**Layout detail**

Bar = 10 µm. Region (9, 3) to (34, 28) µm. Cells in grey, sequential cells in the stronger grey; small squares are vias.
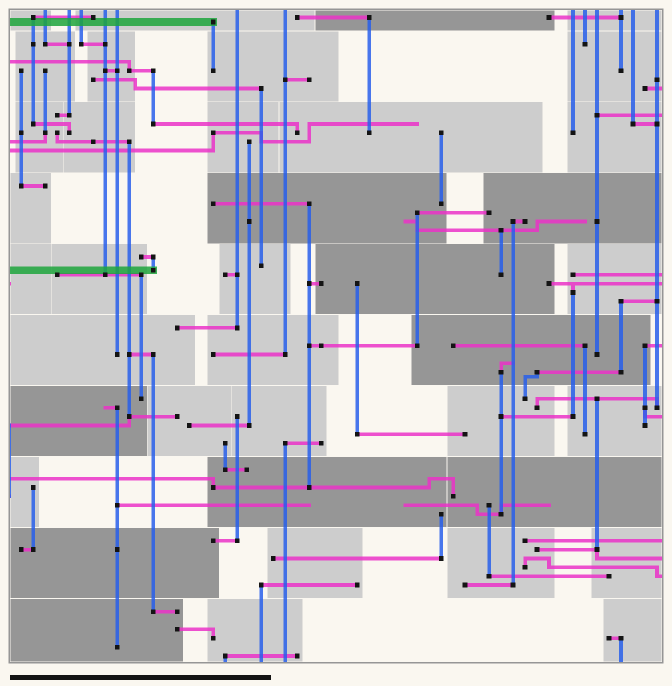
**Clock distribution**

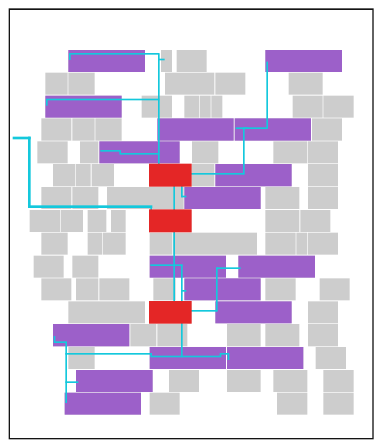
**Routed metal per tile**

9 x 10 tiles, from black (low) to pale yellow (high), scaled to the fullest tile. Values are wire area over tile area, all layers added.
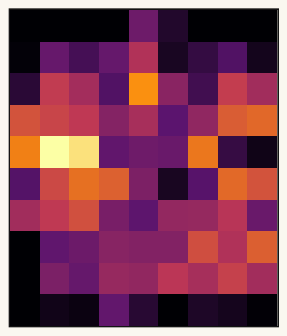
==> config.mk <==
export PLATFORM = sky130hd
export DESIGN_NAME = fifo_rd_cntrl
export DESIGN_NICKNAME = d
export VERILOG_FILES = /design/src/rtl/fifo_rd_cntrl.sv
export SDC_FILE = /design/constraint.sdc
export NUM_CORES = 1
export LEC_CHECK = 0
export CORE_ASPECT_RATIO = 1.2
export CORE_MARGIN = 2
export CORE_UTILIZATION = 37
export CTS_BUF_LIST = sky130_fd_sc_hd__clkbuf_8
export DETAILED_ROUTE_END_ITERATION = 10
export PLACE_DENSITY_LB_ADDON = 0.05
export SYNTH_ARGS = -nofsm -noshare
export SYNTH_HDL_FRONTEND = slang
export SYNTH_SLANG_ARGS = --single-unit
==> constraint.sdc <==
create_clock -name CLK -period 1.99 [get_ports CLK]
set_input_delay 0.398 -clock CLK [delete_from_list [all_inputs] [get_ports CLK]]
set_output_delay 0.398 -clock CLK [all_outputs]
set_load 0.01 [all_outputs]
==> ci_impl_report.md <==
### Metrics collected by this job

| Metric | Value |
|---|---|
| Number of standard cells reported by yosys | between 40 and 50 |
| Crit path buffers/inverters | 0 |
| Cell Int Power | between 1 and 1.5 mW |
| Critical path cell sequence | a21oi_4 -> ha_4 -> ha_4 -> xor2_4 -> xor2_1 -> or3_1 -> a22oi_1 |
| Number of max-cap violations | 0 |
| DRT met1 WL | 470 µm |
| Top Layout Cells | clkdlybuf4s50_1 (30), dfrtp_1 (16), buf_4 (9) |
| Antenna viol nets, final | 0 |
| Chip Area, Yosys | 679 µm² |
| DP Worst Slack | -0.427 ns |
| Nets | 108 |
| WHS | 0.495 ns |
| Mux share | 13.3% |
| Metal3 WL | 141 µm |
| Mapped Nets | ~63 |
| Post-Syn Area | between 600 and 700 µm² |
| Max H-tree Level | 1 |
| Post-synthesis simple-gate area fraction | about 4% |
| Non-Filler Instances | ~110 |
| Synth-to-layout area growth | 71.8% |
| Status | complete, no violations |
| I/O pin count | 32 |
| Hold WC Path Type | flip-flop to flip-flop |
| Post-synth cell types | 13 |
| Fmax | around 520 MHz |
| Total CTS buffers | 3 |
| Most Frequent Cell on Critical Path | ha_4 |
| PnR worst setup slack | 0.0798 ns |
| Flops after synth | 17 |
| GRT Residual Overflow | 0 |
| Chip area | about 2200 µm² |
| Vias in the first global route | around 540 |
| Reg2Reg Setup Slack | 0.08 ns |
| Most numerous logic cell after layout | clkdlybuf4s50_1 |
| Crit path launch type | flip-flop |
| Finished Cell Area | about 1200 µm² |
| Initial antenna violation count | 0 |
| Crit. End Element | flip-flop |
| P per Cell Area | about 1700 nW/µm² |
| Final-report hold violation count | 0 |
| GPL Wtd Cong | around 0.64 |
| Clk buf depth | 2 |
-- 'layout detail' (at the start) --
colour	layer
blue	met2
green	met3
magenta	met1
sequential cells in the window	9
cells with their middle in the window	33
most frequent	dfrtp_1 (9), clkdlybuf4s50_1 (7), mux2_2 (5)

-- 'clock distribution' (at the start) --
[red] cells driving clock nets | count: 3
[cyan] clock wires | length: 185 µm
[purple] flip-flops | count: 17
routed clock nets	4
Clk. pwr: 238 µW
Clk pwr share: 11.9%
Setup Skew: 0.00590 ns
Latency at later pin: 0.24 ns

-- 'routed metal per tile' (at the start) --
tiles over half the peak	24%
nearly empty tiles	14%
emptiest ninth of the die	south-west
fullest tile	0.30
mean over tiles	0.096
final wirelength: 1.26 mm
wire per inst: 11.7 µm
vias post-DR: 508
Total GRT Usage: 14.0%

==> through the flow <==
| step | power, mW | TNS, ns |
|---|---|---|
| after floorplan | 1.16 | 0 |
| after global placement | 1.69 | -0.527 |
| after detailed placement | 1.71 | -0.574 |
| after CTS | 2.04 | 0 |
| after global routing | 2.16 | 0 |
| final | 2.01 | 0 |
==> logic make-up (layout without fill, tap and decap cells) <==
| group | count (synthesis) | count (layout) |
|---|---|---|
| DFF | 17 | 17 |
| xor gates and xnor gates | 8 | 8 |
| muxes | 8 | 8 |
| and+or+nand+nor | 5 | 5 |
| AOI/OAI and AO/OA | 3 | 3 |
| buffers and inverters | 3 | 47 |
| adders and majority gates | 2 | 2 |
==> final cells by class <==
cell class / count / area [µm²]
Clock buffer: 3 / 41.3
Clock inverter: 1 / 3.75
Fill cell: 129 / 514
Inverter: 3 / 11.3
Multi-Input combinational cell: 26 / 285
Sequential cell: 17 / 427
Tap cell: 18 / 22.5
Timing Repair Buffer: 40 / 377
==> cell usage after synthesis <==
cell type	number	area, µm²
nand3_1	3	15.0
inv_1	3	11.3
a21oi_2	1	8.76
xor2_1	6	52.6
or3_1	2	12.5
dfrtp_1	16	400
a22oi_1	1	7.51
ha_1	2	25.0
o21ai_0	1	5.00
xor2_2	1	16.3
dfstp_2	1	26.3
mux2_2	8	90.1
xnor2_1	1	8.76
==> layer usage <==
metal	vias to the layer above	global-route usage [%]
li1	243	-
met5	-	0
met3	2	4.24
met4	0	6.06
met2	24	23.6
met1	239	16.1
==> timing repair <==
item / CTS / global route
endpoints found under the setup margin: 1 / 0
setup buffers: 3 / 0
hold buffers: 0 / 0
resized: 3 / 0
==> power groups by stage <==
| stage | Combinational [mW] | Clock, mW | Sequential [mW] |
|---|---|---|---|
| 6_report | 1.13 | 0.238 | 0.638 |
| 3_5_place_dp | 1.07 | 0 | 0.645 |
| 3_3_place_gp | 1.06 | 0 | 0.638 |
| 2_1_floorplan | 0.444 | 0 | 0.719 |
| 5_1_grt | 1.23 | 0.261 | 0.670 |
| 4_1_cts | 1.15 | 0.248 | 0.645 |
No activity file was given, so power comes from the tool's default toggle rates.
